File: src/rtl/jtpopeye_nvram_dump.sv
// Purpose : HPS upload responder; streams a window of game work RAM (hiscore/NVRAM) to the HPS.
// Latency : RD_LAT+1 clk from an accepted ioctl_rd to ioctl_wait low; out-of-window reads answer 8'hFF next clk.
// Backpress: ioctl_wait is high while the CPU bus hold is being acquired and while a RAM read is in flight.
//
// Ports:
//   clk, rst                    system clock, synchronous active-high reset
//   uploading                   HPS upload session active (rising edge opens a session)
//   ioctl_addr/ioctl_rd         HPS byte address and one-cycle read strobe
//   ioctl_din/ioctl_wait        returned byte and stall towards the HPS
//   hold/hold_ack               game CPU bus-hold request and acknowledge
//   ram_addr/ram_cs/ram_dout    fixed-latency game RAM read port
//   ioctl_wr/ioctl_data         HPS write strobe/data (used only with the load feature)
//   ram_din/ram_we              game RAM write port (load feature; tied 0 otherwise)
//   busy                        high in every state except IDLE
//
// Optional feature macro: JTPOPEYE_NVRAM_LOAD_EN adds a `downloading` input that can also
// open a session, and lets in-window ioctl_wr strobes write one byte into game RAM.

module jtpopeye_nvram_dump #(
  parameter logic [11:0] BASE     = 12'h000,
  parameter logic [12:0] DUMP_LEN = 13'd1024,
  parameter int          RD_LAT   = 2,
  parameter logic [7:0]  HOLD_TO  = 8'd255
) (
  input  logic        clk,
  input  logic        rst,
  input  logic        uploading,
`ifdef JTPOPEYE_NVRAM_LOAD_EN
  input  logic        downloading,
`endif
  input  logic [21:0] ioctl_addr,
  input  logic        ioctl_rd,
  output logic [7:0]  ioctl_din,
  output logic        ioctl_wait,
  output logic        hold,
  input  logic        hold_ack,
  output logic [11:0] ram_addr,
  output logic        ram_cs,
  input  logic [7:0]  ram_dout,
  input  logic        ioctl_wr,
  input  logic [7:0]  ioctl_data,
  output logic [7:0]  ram_din,
  output logic        ram_we,
  output logic        busy
);

  localparam logic [2:0] IDLE    = 3'd0;
  localparam logic [2:0] REQ     = 3'd1;
  localparam logic [2:0] READY   = 3'd2;
  localparam logic [2:0] READ    = 3'd3;
  localparam logic [2:0] RELEASE = 3'd4;

  localparam logic [21:0] LEN = {9'd0, DUMP_LEN};
  localparam logic [1:0]  LAT = 2'(RD_LAT);

  logic [2:0] state;
  logic       sess;     // session request level (upload, or download when enabled)
  logic       sess_q;   // previous sess, for rising-edge detection
  logic       stop_q;   // session ended while a read was in flight
  logic       in_win;
  logic [7:0] to_cnt;
  logic [1:0] lat_cnt;

`ifdef JTPOPEYE_NVRAM_LOAD_EN
  assign sess = uploading | downloading;
`else
  assign sess    = uploading;
  assign ram_din = 8'h00;
  assign ram_we  = 1'b0;
  logic unused_wr;
  assign unused_wr = ^{ioctl_wr, ioctl_data};
`endif

  assign in_win = ioctl_addr < LEN;
  assign busy   = state != IDLE;

  always_ff @(posedge clk) begin
    if (rst) begin
      state      <= IDLE;
      // Seeded from the live level so a session cut by reset is not reopened
      // until the HPS drops and raises the request again.
      sess_q     <= sess;
      stop_q     <= 1'b0;
      to_cnt     <= 8'd0;
      lat_cnt    <= 2'd0;
      ioctl_din  <= 8'hFF;
      ioctl_wait <= 1'b0;
      hold       <= 1'b0;
      ram_cs     <= 1'b0;
      ram_addr   <= 12'd0;
`ifdef JTPOPEYE_NVRAM_LOAD_EN
      ram_din    <= 8'h00;
      ram_we     <= 1'b0;
`endif
    end else begin
      sess_q <= sess;
`ifdef JTPOPEYE_NVRAM_LOAD_EN
      ram_we <= 1'b0;
`endif
      case (state)
        IDLE: begin
          if (sess && !sess_q) begin
            state      <= REQ;
            hold       <= 1'b1;
            ioctl_wait <= 1'b1;
            to_cnt     <= 8'd0;
          end
        end
        REQ: begin
          if (!sess) begin
            state      <= RELEASE;
            hold       <= 1'b0;
            ioctl_wait <= 1'b0;
          end else if (hold_ack || to_cnt == HOLD_TO) begin
            // On timeout the bus is assumed free; hold stays asserted.
            state      <= READY;
            ioctl_wait <= 1'b0;
          end else begin
            to_cnt <= to_cnt + 8'd1;
          end
        end
        READY: begin
          ioctl_wait <= 1'b0;
          if (!sess) begin
            // A strobe coinciding with the end of the session is dropped.
            state <= RELEASE;
            hold  <= 1'b0;
          end else if (ioctl_rd) begin
            if (in_win) begin
              ram_addr   <= BASE + ioctl_addr[11:0];
              ram_cs     <= 1'b1;
              ioctl_wait <= 1'b1;
              lat_cnt    <= 2'd0;
              stop_q     <= 1'b0;
              state      <= READ;
            end else begin
              ioctl_din <= 8'hFF;
            end
          end
`ifdef JTPOPEYE_NVRAM_LOAD_EN
          else if (ioctl_wr && in_win) begin
            ram_addr   <= BASE + ioctl_addr[11:0];
            ram_din    <= ioctl_data;
            ram_we     <= 1'b1;
            ioctl_wait <= 1'b1;
          end
`endif
        end
        READ: begin
          if (!sess) stop_q <= 1'b1;
          if (lat_cnt == LAT) begin
            ioctl_din  <= ram_dout;
            ram_cs     <= 1'b0;
            ioctl_wait <= 1'b0;
            if (stop_q || !sess) begin
              state <= RELEASE;
              hold  <= 1'b0;
            end else begin
              state <= READY;
            end
          end else begin
            lat_cnt <= lat_cnt + 2'd1;
          end
        end
        RELEASE: begin
          hold  <= 1'b0;
          state <= IDLE;
        end
        default: begin
          state      <= IDLE;
          hold       <= 1'b0;
          ioctl_wait <= 1'b0;
          ram_cs     <= 1'b0;
        end
      endcase
    end
  end

endmodule

File: config.mk
export PLATFORM = sky130hd
export DESIGN_NAME = jtpopeye_nvram_dump
export DESIGN_NICKNAME = d
export VERILOG_FILES = /design/src/rtl/jtpopeye_nvram_dump.sv
export SDC_FILE = /design/constraint.sdc
export NUM_CORES = 1
export LEC_CHECK = 0
export CAP_MARGIN = 20
export CELL_PAD_IN_SITES_DETAIL_PLACEMENT = 1
export CELL_PAD_IN_SITES_GLOBAL_PLACEMENT = 1
export CORE_MARGIN = 2
export CORE_UTILIZATION = 32
export CTS_BUF_LIST = sky130_fd_sc_hd__clkbuf_4
export DETAILED_ROUTE_END_ITERATION = 7
export PLACE_DENSITY_LB_ADDON = 0.12
export SYNTH_ARGS = -nofsm -noshare
export SYNTH_HDL_FRONTEND = slang
export SYNTH_SLANG_ARGS = --single-unit
File: constraint.sdc
create_clock -name clk -period 1.9 [get_ports clk]
set_input_delay 0.475 -clock clk [delete_from_list [all_inputs] [get_ports clk]]
set_output_delay 0.475 -clock clk [all_outputs]
set_load 0.005 [all_outputs]
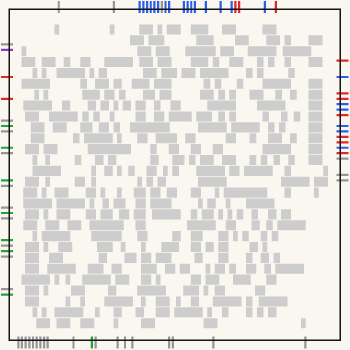
pinout.png
Scale: 4 px per um. Pins as bars across the die edge, other pins in grey.
Key: ram_addr = red [pins 12, direction output, edge 7 right, 3 top, 2 left]; clk = purple [pins 1, direction input, edge left]; ioctl_addr = blue [pins 22, direction input, edge 16 top, 6 right]; ioctl_din = green [pins 8, direction output, edge 7 left, 1 bottom]
All pins by edge: 22 top, 20 left, 19 bottom, 16 right.

==> results.py <==
# Physical implementation metrics
metrics = {
    "clocking": {
        "clock_sinks": 38,
        "htreeDepth": 2,
        "cts.clk_slew.worst_paths_ns": 0.12,
        "cts-root-buf": "clkbuf_4",
    },
    "place": {
        "io_buffers": 58,
        "hpwlAfterDp_um": 4220,
    },
    "worst_setup_path": {
        "r2r_slack_ns": 0.23,
        "r2r_end": "state[1]",
        "worstSetupPathType": "in2reg",
        "cp_data_required_time_ns": 2.18,
        "reg2reg_depth": 6,
    },
    "yosys": {
        "ys_seq_share_pct": 38.7,
        "ys_sh_mux_pct": 4.14,
        "synth_cell_types": 49,
        "synth-main-ff-cell": "dfxtp_1",
        "avgSynthCellArea_sq_um": 8.44,
        "topCombFamilyByArea": "simple AND/OR/NAND/NOR gates",
        "top_area_share_pct": 38.7,
        "synth_top_cell_by_count": "dfxtp_1",
    },
    "run": {
        "warning_count": 36,
    },
    "die": {
        "core_area_sq_mm": 0.00592,
        "fp-utilization_pct": 33.2,
    },
    "final_timing": {
        "hold_slack_ns": 0.438,
    },
    "final_layout": {
        "fin_nets": 364,
    },
    "run_status": {
        "status": "finished, final reports clean",
    },
    "route": {
        "postRouteAntennaNets": 0,
        "routed_via_density": 5.07,
        "num_vias": 1996,
    },
    "power_and_ir_drop": {
        "powerDensity_mw_per_mm2": 776,
    },
    "hold_path": {
        "min_path_cells": 2,
    },
}
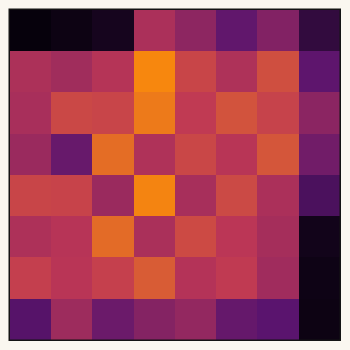
util_map.png
Scale: 4 px per um. 8 x 8 tiles, from black (low) to pale yellow (high), 0 to 100% covered.
The mean over all tiles is 42%. 1.6% of the tiles are nearly empty. The fullest tile reaches 74%. The emptiest ninth of the die: lower right.

[area by class of cell]
type | count | share of cell area [%]
inverters | 8 | 1.02
flip-flops and latches | 38 | 26.0
multi-input cells | 175 | 37.7
well taps | 75 | 3.18
clock buffers | 5 | 1.27
repair buffers | 90 | 28.7
clock inverters | 3 | 2.17
[how the worst max path moves through the flow]
stage / start / cells past startpoint / endpoint / slack (ns)
after global routing: ioctl_addr[16] / 7 / ioctl_din[4] / -0.07
after floorplan: ioctl_addr[18] / 4 / lat_cnt[1] / 0.15
final: ioctl_addr[11] / 5 / lat_cnt[1] / 0.03
after global placement: ioctl_addr[11] / 5 / state[1] / -0.37
after CTS: state[2] / 2 / busy / 0.001
after detailed placement: ioctl_addr[11] / 5 / state[1] / -0.43
[logic make-up (layout without fill, tap and decap cells)]
group | Yosys count | count (layout)
simple gates | 97 | 97
compound gates | 59 | 59
flops | 38 | 38
buf+inv | 28 | 106
mux | 8 | 8
fa+ha+maj | 2 | 2
other cells | 1 | 9
[cell usage in the layout, fill, tap and decap left out, types with 9 or more instances in the layout]
cell type        instances
buf_4                   30
nand2_1                 11
clkdlybuf4s50_1         54
nor2_1                  25
o21ai_1                 15
a21oi_1                 17
conb_1                   9
nand3_1                 23
dfxtp_1                 36
[metal layers]
metal  part of all wire [%]  global-route usage [%]  up-vias  wire, um
li1                       -                       -     1003         -
met1                     46                    22.7      944      2640
met2                     48                    29.1       44      2770
met3                    4.7                    4.57        5       270
met4                   0.84                    4.17        0        48
met5                      0                       0        -         0
[where the power goes]
part / switching (W) / internal, W
sequential: 0.0000282 / 0.000836
clock: 0.000297 / 0.000405
combinational: 0.000346 / 0.000373
[flip-flops by register name (all words and copies together) (netlist names)]
signal and count:
stop_q 1, state 3, ram_cs 1, to_cnt 8
ram_addr 12, ioctl_din 8, ioctl_wait 1, lat_cnt 2
hold 1, sess_q 1
[worst max-delay path: cells and delay by family]
family	cells	cell delay (ns)
and+or+nand+nor	3	1.05
AOI/OAI and AO/OA	1	0.17
buffers and inverters	1	0.47
[repair_timing]
| action | CTS | global route |
|---|---|---|
| pin swaps | 1 | 3 |
| gates cloned | 0 | 0 |
| buffers inserted | 1 | 2 |
| endpoints found under the setup margin | 2 | 18 |
| gates resized | 5 | 7 |
[metrics by stage]
step	setup slack (ns)	instance area [sq um]
final	0.0256	2950
after global routing	-0.0652	2950
after CTS	0.00115	2910
after detailed placement	-0.433	2790
after global placement	-0.371	2790
after floorplan	0.150	2000
Power is estimated from default activity; no workload was simulated.
